Figure 1. Zoomed window (run 1).
Region (201, 201) to (226, 226) um. Cells in gray, sequential cells in the stronger gray; small squares are vias.
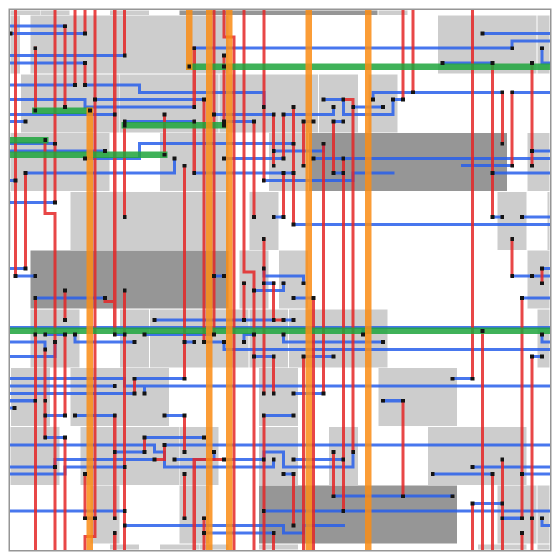
Figure 2. Track usage over the die (run 1).
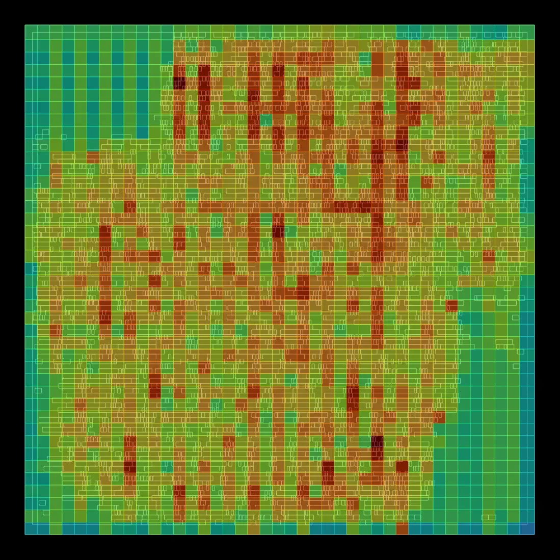
Figure 3. M1 wires (run 1).
Scale: 1 px per um.
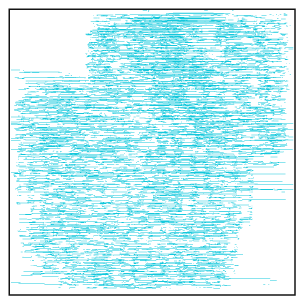
[src/rtl/loop_replay_ctrl_pkg.sv]
// Shared types and constants for the loop replay controller.
// Optional replay statistics are enabled by defining LOOP_REPLAY_STATS_EN.
package loop_replay_ctrl_pkg;

  localparam int unsigned INSTR_W = 32;
  localparam logic [6:0] OPC_BRANCH = 7'b1100011;

  typedef logic [1:0] state_t;

  localparam state_t StIdle    = 2'd0;
  localparam state_t StArmed   = 2'd1;
  localparam state_t StCapture = 2'd2;
  localparam state_t StReplay  = 2'd3;

endpackage

[src/rtl/loop_replay_ctrl_if.sv]
// Front-end side bundle of the loop replay controller; master = pipeline, slave = controller.
// LOOP_REPLAY_STATS_EN adds the replay_count output.
interface loop_replay_ctrl_if;
  import loop_replay_ctrl_pkg::*;

  logic [INSTR_W-1:0] curr_PC;
  logic [INSTR_W-1:0] instruction;
  logic [INSTR_W-1:0] immediate;
  logic               mispredict;
  logic [INSTR_W-1:0] out_instruction;
  logic [INSTR_W-1:0] out_pc;
  logic               reuse_signal;
  logic               block_signal;
  logic               flush;
  logic [INSTR_W-1:0] new_pc;
`ifdef LOOP_REPLAY_STATS_EN
  logic [15:0]        replay_count;
`endif

  modport master (
    output curr_PC, instruction, immediate, mispredict,
    input  out_instruction, out_pc, reuse_signal, block_signal, flush, new_pc
`ifdef LOOP_REPLAY_STATS_EN
    , input replay_count
`endif
  );

  modport slave (
    input  curr_PC, instruction, immediate, mispredict,
    output out_instruction, out_pc, reuse_signal, block_signal, flush, new_pc
`ifdef LOOP_REPLAY_STATS_EN
    , output replay_count
`endif
  );

endinterface

[src/rtl/loop_buf.sv]
// Loop body buffer: DEPTH x INSTR_W registers, one synchronous write, one combinational read.
// Contents are deliberately left unreset.
module loop_buf
  import loop_replay_ctrl_pkg::*;
#(
  parameter int unsigned DEPTH = 16,
  localparam int unsigned IDX_W = $clog2(DEPTH)
) (
  input  logic               clk_i,
  input  logic               we_i,
  input  logic [IDX_W-1:0]   waddr_i,
  input  logic [INSTR_W-1:0] wdata_i,
  input  logic [IDX_W-1:0]   raddr_i,
  output logic [INSTR_W-1:0] rdata_o
);

  logic [INSTR_W-1:0] mem_q [DEPTH];

  always_ff @(posedge clk_i) begin
    if (we_i) begin
      mem_q[waddr_i] <= wdata_i;
    end
  end

  assign rdata_o = mem_q[raddr_i];

endmodule

[src/rtl/loop_replay_ctrl.sv]
// Replays short backward loops from a local buffer while blocking fetch.
// Define LOOP_REPLAY_STATS_EN to add the saturating replay_count output.
module loop_replay_ctrl
  import loop_replay_ctrl_pkg::*;
#(
  parameter int unsigned DEPTH = 16
) (
  input logic               clk,
  input logic               reset,
  loop_replay_ctrl_if.slave bus
);

  localparam int unsigned IDX_W = $clog2(DEPTH);

  state_t             state_q, state_d;
  logic [INSTR_W-1:0] start_q, start_d, br_q, br_d;
  logic [IDX_W-1:0]   last_q, last_d, rd_ptr_q, rd_ptr_d;
  logic               pend_q, pend_d;
  logic [INSTR_W-1:0] instr_q, instr_d, pc_q, pc_d, new_pc_q, new_pc_d;
  logic               reuse_q, reuse_d, block_q, block_d, flush_q, flush_d;

  logic               we;
  logic [IDX_W-1:0]   waddr, word_off;
  logic [INSTR_W-1:0] rdata, neg_imm;
  logic               is_br, cand, in_range;

  assign is_br    = bus.instruction[6:0] == OPC_BRANCH;
  assign neg_imm  = 32'd0 - bus.immediate;
  // Backward branch whose body (including the branch) fits in the buffer.
  assign cand     = is_br && bus.immediate[31] && (neg_imm <= 32'(DEPTH - 1));
  assign in_range = (bus.curr_PC >= start_q) && (bus.curr_PC <= br_q);
  assign word_off = bus.curr_PC[IDX_W+1:2] - start_q[IDX_W+1:2];

  loop_buf #(
    .DEPTH(DEPTH)
  ) u_loop_buf (
    .clk_i   (clk),
    .we_i    (we),
    .waddr_i (waddr),
    .wdata_i (bus.instruction),
    .raddr_i (rd_ptr_q),
    .rdata_o (rdata)
  );

  always_comb begin
    state_d  = state_q;
    start_d  = start_q;
    br_d     = br_q;
    last_d   = last_q;
    rd_ptr_d = rd_ptr_q;
    instr_d  = instr_q;
    pc_d     = pc_q;
    new_pc_d = new_pc_q;
    reuse_d  = reuse_q;
    block_d  = block_q;
    we       = 1'b0;
    waddr    = word_off;
    // A mispredict seen during replay is turned into a flush one cycle later.
    flush_d  = pend_q;
    pend_d   = 1'b0;
    if (pend_q) begin
      new_pc_d = br_q + 32'd4;
      block_d  = 1'b0;
      reuse_d  = 1'b0;
    end

    if (bus.mispredict) begin
      pend_d  = (state_q == StReplay);
      state_d = StIdle;
    end else begin
      unique case (state_q)
        StIdle: begin
          if (cand) begin
            start_d = bus.curr_PC + {bus.immediate[29:0], 2'b00};
            br_d    = bus.curr_PC;
            last_d  = neg_imm[IDX_W-1:0];
            state_d = StArmed;
          end
        end
        StArmed: begin
          if (bus.curr_PC == start_q) begin
            we      = 1'b1;
            state_d = StCapture;
          end else if (!in_range) begin
            state_d = StIdle;
          end
        end
        StCapture: begin
          if (!in_range) begin
            state_d = StIdle;
          end else begin
            we = 1'b1;
            if (bus.curr_PC == br_q) begin
              state_d  = is_br ? StReplay : StIdle;
              rd_ptr_d = '0;
            end else if (is_br) begin
              state_d = StIdle;
            end
          end
        end
        StReplay: begin
          block_d  = 1'b1;
          reuse_d  = 1'b1;
          instr_d  = rdata;
          pc_d     = start_q + 32'({rd_ptr_q, 2'b00});
          rd_ptr_d = (rd_ptr_q == last_q) ? '0 : rd_ptr_q + IDX_W'(1);
        end
        default: state_d = StIdle;
      endcase
    end
  end

  always_ff @(posedge clk or posedge reset) begin
    if (reset) begin
      state_q  <= StIdle;
      start_q  <= '0;
      br_q     <= '0;
      last_q   <= '0;
      rd_ptr_q <= '0;
      pend_q   <= 1'b0;
      instr_q  <= '0;
      pc_q     <= '0;
      new_pc_q <= '0;
      reuse_q  <= 1'b0;
      block_q  <= 1'b0;
      flush_q  <= 1'b0;
    end else begin
      state_q  <= state_d;
      start_q  <= start_d;
      br_q     <= br_d;
      last_q   <= last_d;
      rd_ptr_q <= rd_ptr_d;
      pend_q   <= pend_d;
      instr_q  <= instr_d;
      pc_q     <= pc_d;
      new_pc_q <= new_pc_d;
      reuse_q  <= reuse_d;
      block_q  <= block_d;
      flush_q  <= flush_d;
    end
  end

  assign bus.out_instruction = instr_q;
  assign bus.out_pc          = pc_q;
  assign bus.reuse_signal    = reuse_q;
  assign bus.block_signal    = block_q;
  assign bus.flush           = flush_q;
  assign bus.new_pc          = new_pc_q;

`ifdef LOOP_REPLAY_STATS_EN
  logic [15:0] cnt_q, cnt_d;

  always_comb begin
    cnt_d = cnt_q;
    if (reuse_d && (cnt_q != 16'hFFFF)) begin
      cnt_d = cnt_q + 16'd1;
    end
  end

  always_ff @(posedge clk or posedge reset) begin
    if (reset) begin
      cnt_q <= '0;
    end else begin
      cnt_q <= cnt_d;
    end
  end

  assign bus.replay_count = cnt_q;
`endif

endmodule

[src/flat_wrapper.sv]
// flat-port wrapper written by rule: the top's interface ports become plain ports
module loop_replay_ctrl_flat import loop_replay_ctrl_pkg::*;
#(
  parameter int unsigned DEPTH = 16
)
  (clk, reset, bus_curr_PC, bus_instruction, bus_immediate, bus_mispredict, bus_out_instruction, bus_out_pc, bus_reuse_signal, bus_block_signal, bus_flush, bus_new_pc);
  loop_replay_ctrl_if bus_i ();
  input logic clk;
  input logic reset;
  input wire logic [$bits(bus_i.curr_PC)-1:0] bus_curr_PC;
  input wire logic [$bits(bus_i.instruction)-1:0] bus_instruction;
  input wire logic [$bits(bus_i.immediate)-1:0] bus_immediate;
  input wire logic [$bits(bus_i.mispredict)-1:0] bus_mispredict;
  output wire logic [$bits(bus_i.out_instruction)-1:0] bus_out_instruction;
  output wire logic [$bits(bus_i.out_pc)-1:0] bus_out_pc;
  output wire logic [$bits(bus_i.reuse_signal)-1:0] bus_reuse_signal;
  output wire logic [$bits(bus_i.block_signal)-1:0] bus_block_signal;
  output wire logic [$bits(bus_i.flush)-1:0] bus_flush;
  output wire logic [$bits(bus_i.new_pc)-1:0] bus_new_pc;
  assign bus_i.curr_PC = bus_curr_PC;
  assign bus_i.instruction = bus_instruction;
  assign bus_i.immediate = bus_immediate;
  assign bus_i.mispredict = bus_mispredict;
  assign bus_out_instruction = bus_i.out_instruction;
  assign bus_out_pc = bus_i.out_pc;
  assign bus_reuse_signal = bus_i.reuse_signal;
  assign bus_block_signal = bus_i.block_signal;
  assign bus_flush = bus_i.flush;
  assign bus_new_pc = bus_i.new_pc;
  loop_replay_ctrl #(.DEPTH(DEPTH)) u_core (.clk(clk), .reset(reset), .bus(bus_i));
endmodule
[config.mk]
export PLATFORM = sky130hd
export DESIGN_NAME = loop_replay_ctrl_flat
export DESIGN_NICKNAME = d
export VERILOG_FILES = /design/src/rtl/loop_replay_ctrl_pkg.sv /design/src/rtl/loop_replay_ctrl_if.sv /design/src/rtl/loop_buf.sv /design/src/rtl/loop_replay_ctrl.sv /design/src/flat_wrapper.sv
export SDC_FILE = /design/constraint.sdc
export NUM_CORES = 1
export LEC_CHECK = 0
export ABC_AREA = 1
export CAP_MARGIN = 20
export CORE_MARGIN = 4
export CORE_UTILIZATION = 45
export DETAILED_ROUTE_END_ITERATION = 8
export PLACE_DENSITY = 0.61
export SYNTH_ARGS = -nofsm -noshare
export SYNTH_HDL_FRONTEND = slang
export SYNTH_HIERARCHICAL = 1
export SYNTH_SLANG_ARGS = --single-unit
export TNS_END_PERCENT = 100
[constraint.sdc]
create_clock -name clk -period 11.8 [get_ports clk]
set_input_delay 2.36 -clock clk [delete_from_list [all_inputs] [get_ports clk]]
set_output_delay 2.36 -clock clk [all_outputs]
set_load 0.005 [all_outputs]
==> impl_metrics.py, run 1 <==
# Auto-generated metrics
metrics = {
    "status": {
        "run_status": "finished clean",
    },
    "global_route": {
        "first_global_vias": 24831,
        "initial_antenna_violation_count": 6,
        "largest_net_degree_at_the_start_of_global_routing": 116,
        "grt_first_pass_wirelength_um": 147000,
    },
    "finish": {
        "final_layout_top_logic_cells": "1,179 x nand2_1, 590 x inv_1, 512 x edfxtp_1, 457 x nand3_1, 197 x clkdlybuf4s50_1",
        "layout-area-overhead-vs-synth_pct": 15.7,
        "layout_top_cell": "nand2_1",
        "drive_gt1_frac": 0.0500,
    },
    "synthesis": {
        "yosys.area.top_type_share": 0.448,
        "yosys-top-cells-area": "edfxtp_1 45%, nand2_1 13%, dfrtp_1 13%",
        "ys_warn_count": 6,
        "synth-seq-area-share": 0.573,
        "ys_chip_area_um2": 34300,
        "syn_avg_cell_area_um2": 9.01,
        "register_bit_total_from_synthesis": 684,
    },
    "timing": {
        "max_fclk_mhz": 161,
        "setup_viol_count_final": 0,
        "worst_slew_margin_rel": 0.271,
        "period_minus_slack_ps": 6200,
        "setup_total_negative_slack_ps": 0,
    },
    "floorplanning": {
        "core.rowCount": 101,
        "io_pins": 198,
    },
    "worst_setup_path": {
        "crit_chain": "clkdlybuf4s50_1 > ha_1 > nand2_1 > nor2_1 > nand2_1 > nor4_1 > nand2_1 > nand2_1 > nand2_1 > inv_1 > nand2_1 > a21oi_1 > nand3_1 > nor2_4 > buf_4",
        "r2r-end": "u_core/u_loop_buf/mem_q[13][3]",
        "critPathArrivalTime_ps": 6470,
        "worst_r2r_src": "u_core/br_q[23]",
        "timing.setup.critical_path_class": "input port to flip-flop",
        "start_kind": "input port",
        "ff2ff_path_depth": 13,
        "crit_fanout": 20,
        "cp_data_required_time_ps": 12070,
        "timing.reg2reg.setup_slack_ps": 7430,
        "worst_path_largest_cell_delay_ps": 580,
    },
    "pwr": {
        "power.density_nw_per_um2": 137,
    },
    "clocking": {
        "sinks_on_clock_net": 684,
        "cts_htree_levels": 3,
        "post_cts_resize_count": 0,
        "tritoncts": "done",
        "clk-insertion-delay-late_ps": 630,
        "clockRootBuffer": "clkbuf_16",
    },
    "route": {
        "drt-initial-drc-count": 2370,
    },
    "placement": {
        "detailedPlacementHpwl_um": 61600,
        "routability_congestion_estimate_from_global_placement": 0.954,
    },
    "run": {
        "drv_cap": 0,
    },
}
## Picture notes: Figure 1
Key: M1 = blue; M3 = green; M2 = red; M4 = orange
38 logic cells have their middle in the window. Sequential cells in the window: 3. Netlist names of flops here include u_core/bus.out_pc (3). Most frequent: ha_1 (10), nand2_1 (7), a21oi_1 (5).

## Picture notes: Figure 2
WL per Instance: 19.1 um
end-of-flow core utilization: 0.524
M2 GR Usage: 0.360
met1 track demand over resource in global routing: 0.338

## Picture notes: Figure 3
The longest straight run is 112 um. The wires run mostly horizontal. The layer holds 46% of the routed length. 3,919 nets have wire on it.
via count: 26,033
total routed wirelength: 96,100 um

## run 1: Yosys cell counts (all sizes together), types with 27 or more instances
library cell  instances
nor2                226
buf                 104
a21oi               109
o21ai               104
dfrtp               172
nand2              1182
nand3               457
nand4                40
edfxtp              512
ha                  103
clkbuf               35
xor2                 48
nor3                 27
inv                 597
## run 1: cell families (layout without fill, tap and decap cells)
family          Yosys count  count (layout)  synth area share
compound gates          266             266            0.0420
xor+xnor                 58              58            0.0148
fa+ha+maj               106             106            0.0393
buf+inv                 737             966            0.0911
flops                   684             684             0.573
other cells               0               6                 0
simple gates           1962            1962             0.240
## run 1: through the flow
stage	utilization	hold slack [ps]	power (uW)	std cells	area [um^2]
after floorplan	-	408	2890	3813	34300
after global placement	0.488	454	3070	4875	37000
after detailed placement	0.489	457	3070	4877	37100
after CTS	0.523	472	5510	5017	39600
after global routing	0.524	487	5670	5024	39700
final	0.524	467	5460	5026	39700
## run 1: power by group
part | leakage [uW] | switching [uW] | total [uW] | internal [uW]
clock | 0.00127 | 1000 | 2440 | 1440
sequential | 0.00659 | 12.7 | 2610 | 2600
combinational | 0.0103 | 282 | 414 | 132
total | 0.0181 | 1300 | 5460 | 4160
## run 1: critical path: cells and delay by family
kind	cells	cell delay [ps]
buffers and inverters	3	1030
adder cells (fa/ha/maj)	1	350
AND/OR/NAND/NOR	10	2350
AND-OR/OR-AND	1	350
## run 1: final cells by class
cell class              count  area [um^2]
diodes                      6         15.0
clock buffers              97         2110
clock inverters            43          474
fillers                  6861        36100
inverters                 598         2260
multi-input cells        2392        11700
flip-flops and latches    684        19700
well taps                 978         1220
repair buffers            228         2300
## run 1: how the worst max path moves through the flow
stage                               start                              to  cells past startpoint
after floorplan                     reset                 u_core/br_q[10]                      1
after global placement    bus_curr_PC[29]  u_core/u_loop_buf/mem_q[4][15]                     14
after detailed placement  bus_curr_PC[29]  u_core/u_loop_buf/mem_q[13][3]                     15
after CTS                 bus_curr_PC[29]  u_core/u_loop_buf/mem_q[13][3]                     15
after global routing      bus_curr_PC[29]  u_core/u_loop_buf/mem_q[13][3]                     15
final                     bus_curr_PC[31]  u_core/u_loop_buf/mem_q[13][3]                     15
## run 1: sequential cells by signal, summed over array words and instances (netlist names)
name	cells
u_core/bus.block_signal	1
u_core/bus.out_instruction	32
u_core/bus.reuse_signal	1
u_core/last_q	4
u_core/state_q	2
u_core/bus.flush	1
u_core/bus.new_pc	32
u_core/br_q	30
u_core/bus.out_pc	32
u_core/flush_d	1
u_core/u_loop_buf/mem_q	512
u_core/start_q	32
u_core/rd_ptr_q	4
## run 1: per-layer routing
metal  routed length, um  track usage  share of wire  up-vias
met5                   0            0              0        -
met4                2160       0.0662          0.023        0
met3                6700       0.0447          0.070      122
met2               43200        0.360           0.45      855
met1               44000        0.338           0.46    12333
li1                    -            -              -    12723
Figure 4. Sequential cells grouped by signal name (run 1).
Scale: 1.5 px per um. Other sequential cells in the stronger gray, the rest of the logic in the fainter gray.
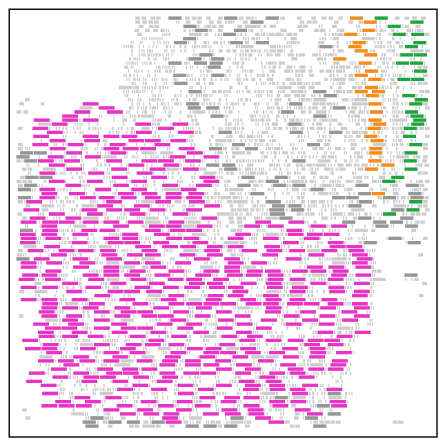

==> run 2, diff against run 1 <==
==> constraint.sdc (replaced) <==
create_clock -name clk -period 5.9 [get_ports clk]
set_input_delay 1.18 -clock clk [delete_from_list [all_inputs] [get_ports clk]]
set_output_delay 1.18 -clock clk [all_outputs]
set_load 0.005 [all_outputs]
Figure 5. Sequential cells grouped by signal name (run 2).
Scale: 1.5 px per um. Other sequential cells in the stronger gray, the rest of the logic in the fainter gray.
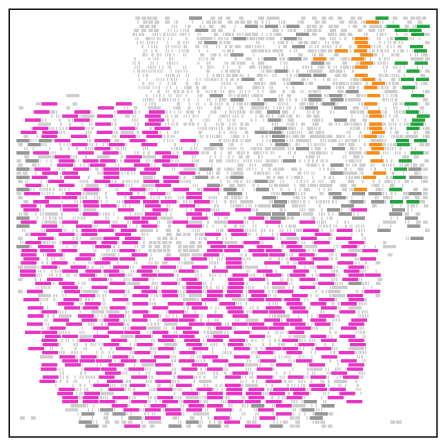
Key: u_core/u_loop_buf/mem_q = magenta [flops 512]; u_core/br_q = orange [flops 30, where north-east]; u_core/bus.new_pc = green [flops 32, where north-east]
end-of-flow core utilization: 0.524
Seq/total area: 0.495
area used by sequential logic in the layout: 19,700 um^2
sequential power: 5210 uW

Figure 6. M1 wires (run 2).
Scale: 1 px per um.
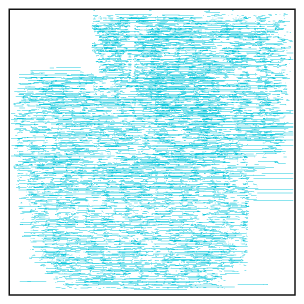
The layer carries 43.0 mm of wire. The wires run mostly horizontal. The longest straight run is 104 um.
total routed wirelength: 94,300 um
met1 track demand over resource in global routing: 0.329
via count: 25,953

Figure 7. Track usage over the die (run 2).
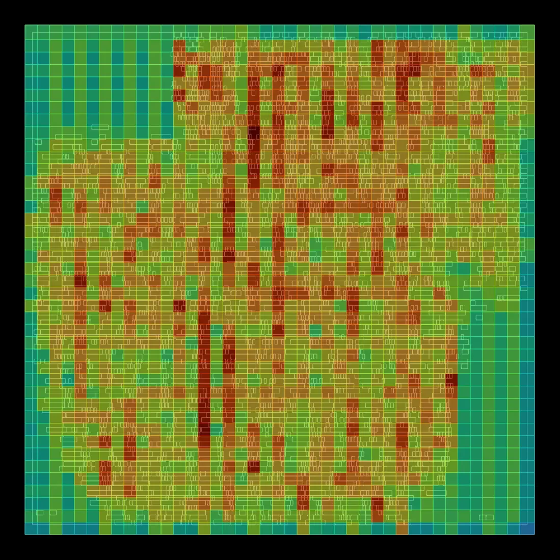
M2 GR Usage: 0.359
GRT Total Usage: 0.229

==> run 2 against run 1 <==
  * Cell count is 0.36% higher
  * Total power is 97% higher
  * Area after synthesis stayed put
  * Register-to-register slack worse by 5700 ps
  * Utilization hardly changed
  * Clock skew is 4.8 ps higher
  * Critical path type unchanged
  * Critical endpoint is now u_core/u_loop_buf/mem_q[10][13]
==> impl_metrics.py, run 2 <==
# Auto-generated metrics
metrics = {
    "synthesis": {
        "synth_stat.cells": 3813,
        "syn_avg_cell_area_um2": 9.01,
        "synth-seq-area-share": 0.573,
        "ys_top_cells_by_count": "1,179 x nand2_1, 593 x inv_1, 512 x edfxtp_1, 457 x nand3_1, 211 x nor2_1",
        "register_bit_total_from_synthesis": 684,
        "postSynth.asyncResetShare": 0.251,
        "ys_warn_count": 6,
        "ys_chip_area_um2": 34300,
        "mappedNetlistNets": 4018,
        "syn-instance-count": 3813,
        "yosys-top-cells-area": "edfxtp_1 45%, nand2_1 13%, dfrtp_1 13%",
        "most_common_cell": "nand2_1",
        "ff_type": "edfxtp_1",
        "yosys.area.top_type_share": 0.448,
    },
    "run": {
        "drv_cap": 0,
    },
    "pwr": {
        "post-layout-total-power_uw": 10700,
        "power.density_nw_per_um2": 270,
        "power.static_leakage_uw": 0.0182,
    },
    "worst_setup_path": {
        "start_kind": "input port",
        "cp_data_required_time_ps": 6220,
        "critPathArrivalTime_ps": 5140,
        "timing.setup.critical_path_class": "input port to flip-flop",
        "crit_fanout": 21,
    },
    "route": {
        "met1_routed_wirelength_after_detailed_routing_um": 43000,
        "wl_per_cell_um": 18.7,
        "drcViolationCount": 0,
        "route.met3.wl_um": 6510,
        "top_layer_used": "met4",
        "met2_wirelength_um": 42300,
        "drt-initial-drc-count": 2130,
    },
    "placement": {
        "routability_congestion_estimate_from_global_placement": 0.975,
        "postPlaceCellArea_um2": 37200,
        "detailedPlacementHpwl_um": 61300,
    },
    "finish": {
        "layout_top_cell": "nand2_1",
        "layout-area-overhead-vs-synth_pct": 15.8,
        "largest_register_ff_count": 512,
        "drive_gt1_frac": 0.0532,
        "fin_area_um2": 39700,
        "final_layout_top_logic_cells": "1,179 x nand2_1, 590 x inv_1, 512 x edfxtp_1, 457 x nand3_1, 197 x clkdlybuf4s50_1",
        "max_flop_register": "u_core/u_loop_buf/mem_q",
    },
    "floorplanning": {
        "die_area_um2": 80800,
        "io_pins": 198,
        "core.rowCount": 101,
    },
    "timing": {
        "setup_viol_count_final": 0,
        "worst_slew_margin_rel": 0.323,
        "hold_viol": 0,
        "period_minus_slack_ps": 4820,
        "setup_total_negative_slack_ps": 0,
        "clock-skew-final_ps": 28.4,
        "max_fclk_mhz": 208,
    },
    "status": {
        "run_status": "finished clean",
    },
    "clocking": {
        "clockRootBuffer": "clkbuf_16",
        "sinks_on_clock_net": 684,
        "post_cts_resize_count": 0,
        "tritoncts": "done",
        "cts_post_setup_buffers_inserted": 0,
        "clk-insertion-delay-late_ps": 630,
        "cts_htree_levels": 3,
    },
    "global_route": {
        "grt_first_pass_wirelength_um": 145000,
        "largest_net_degree_at_the_start_of_global_routing": 120,
        "first_global_vias": 24597,
        "initial_antenna_violation_count": 5,
    },
}
[run 2: cell families after synthesis]
family                   after synthesis  synth area share
AND/OR/NAND/NOR                     1962             0.240
buffers and inverters                737            0.0911
flip-flops                           684             0.573
AND-OR/OR-AND                        266            0.0420
adder cells (fa/ha/maj)              106            0.0393
XOR/XNOR                              58            0.0148
[run 2: critical path, stage by stage]
cell and delay [ps]:
clkdlybuf4s50_1 540, ha_1 360, nand2_1 60, nor2_1 120
nand2_1 110, nor4_1 570, nand2_1 160, nand2_1 160
nand2_1 60, inv_1 70, nand2_1 50, a21oi_1 470
nand3b_1 420, nor2_4 520, buf_12 270
[run 2: metrics by stage]
stage | setup WS [ps] | hold slack, ps | std cells
after floorplan | 59.9 | 408 | 3813
after global placement | 558 | 453 | 4898
after detailed placement | 461 | 458 | 4898
after CTS | 1130 | 473 | 5038
after global routing | 829 | 493 | 5042
final | 1080 | 468 | 5044
[run 2: power breakdown]
part / total, uW / switching [uW] / internal (uW)
logic: 826 / 560 / 266
clock network: 4690 / 1980 / 2710
registers: 5210 / 21.9 / 5190
total: 10700 / 2560 / 8170
[run 2: final cells by class]
class                           count  area, um^2
Fill cell                        6930       36100
Clock inverter                     43         389
Clock buffer                       97        2090
Sequential cell                   684       19700
Antenna cell                        5        12.5
Tap cell                          978        1220
Multi-Input combinational cell   2392       11700
Timing Repair Buffer              247        2410
Inverter                          598        2260
[run 2: per-layer routing]
metal,vias up,GRT usage
met2,832,0.359
met4,0,0.0662
met5,-,0
li1,12767,-
met1,12209,0.329
met3,145,0.0419
[run 2: worst paths after layout]
check	from	end	slack [ps]	depth (start not counted)
max in group asynchronous	reset	u_core/bus.out_pc[25]	3720	3
worst min register to register	u_core/bus.new_pc[3]	u_core/bus.new_pc[3]	470	2
worst min-delay path	u_core/bus.new_pc[3]	u_core/bus.new_pc[3]	470	2
worst max register to register	u_core/br_q[23]	u_core/u_loop_buf/mem_q[10][13]	1740	13
min in group asynchronous	reset	u_core/bus.out_instruction[20]	1070	2
worst max-delay path	bus_curr_PC[29]	u_core/u_loop_buf/mem_q[10][13]	1080	15
Figure 8. Zoomed window (run 2).
Region (201, 201) to (226, 226) um. Cells in gray, sequential cells in the stronger gray; small squares are vias.
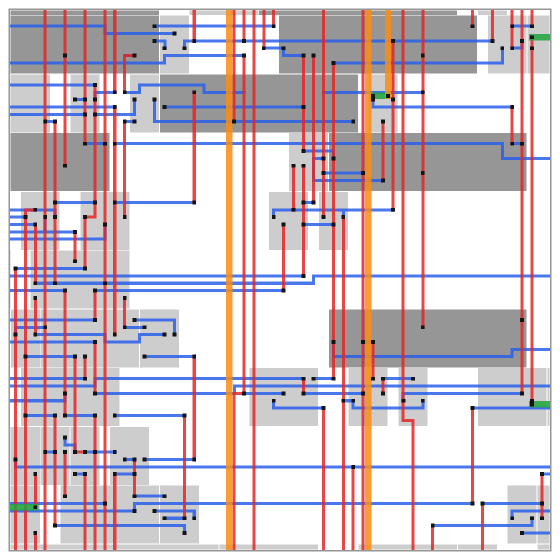

==> run 3, diff against run 2 <==
==> constraint.sdc (replaced) <==
create_clock -name clk -period 5 [get_ports clk]
set_input_delay 1 -clock clk [delete_from_list [all_inputs] [get_ports clk]]
set_output_delay 1 -clock clk [all_outputs]
set_load 0.005 [all_outputs]
Figure 9. Zoomed window (run 3).
Region (201, 201) to (226, 226) um. Cells in gray, sequential cells in the stronger gray; small squares are vias.
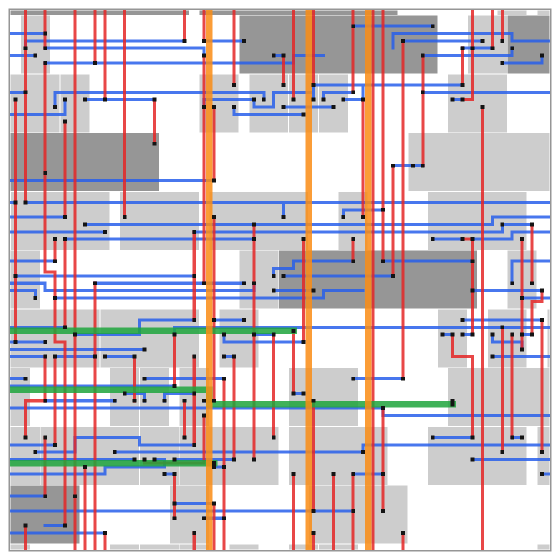
Key: M2 = red; M4 = orange; M1 = blue; M3 = green
Netlist names of flops here include u_core/bus.out_pc (3). Most frequent: ha_1 (10), nand2_1 (7), o21ai_0 (5). Sequential cells in the window: 3. 38 logic cells have their middle in the window.

Figure 10. Sequential cells grouped by signal name (run 3).
Scale: 1.5 px per um. Other sequential cells in the stronger gray, the rest of the logic in the fainter gray.
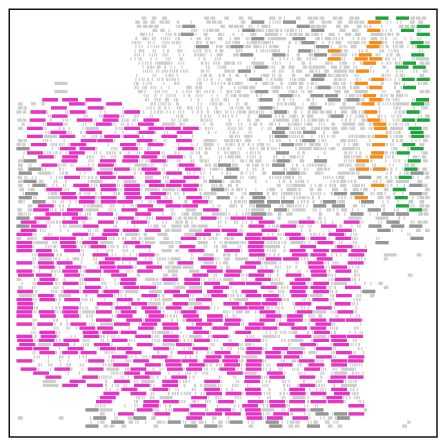
Key: u_core/bus.new_pc = green [flops 32]; u_core/br_q = orange [flops 30, where north-east]; u_core/u_loop_buf/mem_q = magenta [flops 512]
Another 110 sequential cells are not colored.
Seq/total area: 0.488
end-of-flow core utilization: 0.532
sequential power: 6150 uW

==> run 3 against run 2 <==
  * Register-to-register slack worse by 270 ps
  * Highest routed layer unchanged
  * Largest power group unchanged
  * Non-clock buffer count is 31 higher
  * Critical path type unchanged
  * Largest cell class unchanged
  * Die size stayed put
  * First-iteration DRC count is 9.1% higher
  * Count of clock-buffer cells in the layout is 10 higher
==> impl_metrics.py, run 3 <==
# Auto-generated metrics
metrics = {
    "status": {
        "run_status": "finished clean",
    },
    "finish": {
        "final_layout_top_logic_cells": "1,179 x nand2_1, 590 x inv_1, 512 x edfxtp_1, 457 x nand3_1, 197 x clkdlybuf4s50_1",
        "drive_gt1_frac": 0.0594,
        "layout-area-overhead-vs-synth_pct": 17.4,
        "layoutNonFillerInstCount": 5074,
        "largest_register_ff_count": 512,
        "max_flop_register": "u_core/u_loop_buf/mem_q",
        "nFillCells": 6887,
    },
    "synthesis": {
        "ys_warn_count": 6,
        "postSynth.asyncResetShare": 0.251,
        "synth-seq-area-share": 0.573,
        "yosys.area.top_type_share": 0.448,
        "syn-instance-count": 3813,
        "register_bit_total_from_synthesis": 684,
        "ys_chip_area_um2": 34300,
    },
    "clocking": {
        "sinks_on_clock_net": 684,
        "cts_post_setup_buffers_inserted": 0,
        "post_cts_resize_count": 0,
    },
    "run": {
        "drv_cap": 0,
    },
    "timing": {
        "setup_total_negative_slack_ps": 0,
        "worst_slew_margin_rel": 0.0709,
        "whs_ps": 468,
    },
    "global_route": {
        "initial_antenna_violation_count": 7,
        "grt_util_all_layers": 0.234,
        "largest_net_degree_at_the_start_of_global_routing": 216,
    },
    "route": {
        "wl_per_cell_um": 19.0,
        "detailroute.via_count": 26164,
        "drt-initial-drc-count": 2324,
    },
    "worst_setup_path": {
        "timing.critical_path.slowest_stage_cell": "clkdlybuf4s50_1",
        "cp_num_buf_inv": 5,
        "crit_chain": "clkdlybuf4s50_1 > ha_1 > nand2_1 > nor2_1 > nand4_1 > nor2_1 > nand2_1 > nand3_1 > nor2_1 > nand2_1 > nand2_1 > inv_1 > nand2_1 > a21oi_1 > buf_4 > nand3_1 > buf_4 > nor2_4 > buf_4",
        "cp_data_required_time_ps": 5300,
        "critPathMostFrequentCell": "nand2_1",
    },
    "pwr": {
        "power_frac_comb": 0.079,
        "cell_internal_pwr_uw": 9860,
        "seq_power_share": 0.479,
    },
    "placement": {
        "numPlacedInstances": 4930,
        "routability_congestion_estimate_from_global_placement": 0.933,
        "detailedPlacementHpwl_um": 63500,
    },
}
Figure 11. M1 wires (run 3).
Scale: 1 px per um.
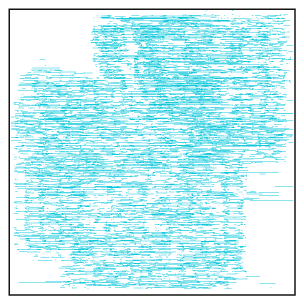
The layer carries 43.2 mm of wire. The longest straight run is 110 um. The wires run mostly horizontal.
met1 track demand over resource in global routing: 0.337
total routed wirelength: 96,300 um

## run 3: cell counts after synthesis
No cell type changed its count.
## run 3: layer usage
metal,GRT usage,share of wire,vias to the layer above
li1,-,-,12811
met1,0.337,0.45,12284
met2,0.359,0.45,886
met3,0.0396,0.070,183
met4,0.0873,0.036,0
met5,0,0,-
## run 3: cells by family (layout without fill, tap and decap cells)
logic type,count (synthesis),count (layout),share of synthesized area
adders and majority gates,106,106,0.0393
DFF,684,684,0.573
buffers and inverters,737,1012,0.0911
and+or+nand+nor,1962,1962,0.240
AOI/OAI and AO/OA,266,266,0.0420
other,0,8,0
xor gates and xnor gates,58,58,0.0148
## run 3: layout make-up
class / count / area, um^2 / share of cell area
clock buffer: 107 / 2180 / 0.0541
multi-input combinational: 2392 / 11700 / 0.289
sequential: 684 / 19700 / 0.488
antenna: 8 / 20.0 / 0.000496
timing repair buffer: 278 / 2930 / 0.0727
clock inverter: 29 / 350 / 0.00869
inverter: 598 / 2260 / 0.0560
tap: 978 / 1220 / 0.0303
## run 3: final timing paths
check	from	endpoint	slack [ps]	cells past startpoint
max reg2reg	u_core/start_q[27]	u_core/u_loop_buf/mem_q[15][5]	1470	19
min reg2reg	u_core/bus.out_instruction[12]	u_core/bus.out_instruction[12]	470	2
max	bus_curr_PC[27]	u_core/u_loop_buf/mem_q[15][5]	1080	19
min in group asynchronous	reset	u_core/bus.out_instruction[29]	850	2
max in group asynchronous	reset	u_core/rd_ptr_q[1]	3290	3
min	u_core/bus.out_instruction[12]	u_core/bus.out_instruction[12]	470	2
## run 3: through the flow
stage | worst slack, ps | cell area, um^2 | total power, uW
finish | 1080 | 40300 | 12800
global route | 890 | 40300 | 13300
CTS | 1140 | 40300 | 12900
detailed placement | 512 | 37800 | 7270
global placement | 526 | 37800 | 7270
floorplan | 643 | 34300 | 6830
## run 3: worst min-delay path, cell delays in order (launching register included)
cell,delay (ps)
dfrtp_1,340
nand2_1,50
nand2_1,50
## run 3: power groups by stage
stage | logic [uW] | registers (uW) | clock network (uW)
6_report | 1020 | 6150 | 5660
5_1_grt | 1120 | 6150 | 6020
4_1_cts | 1010 | 6150 | 5790
3_5_place_dp | 1010 | 6260 | 0
3_3_place_gp | 1010 | 6260 | 0
2_1_floorplan | 576 | 6250 | 0
Power and IR drop assume default switching activity.
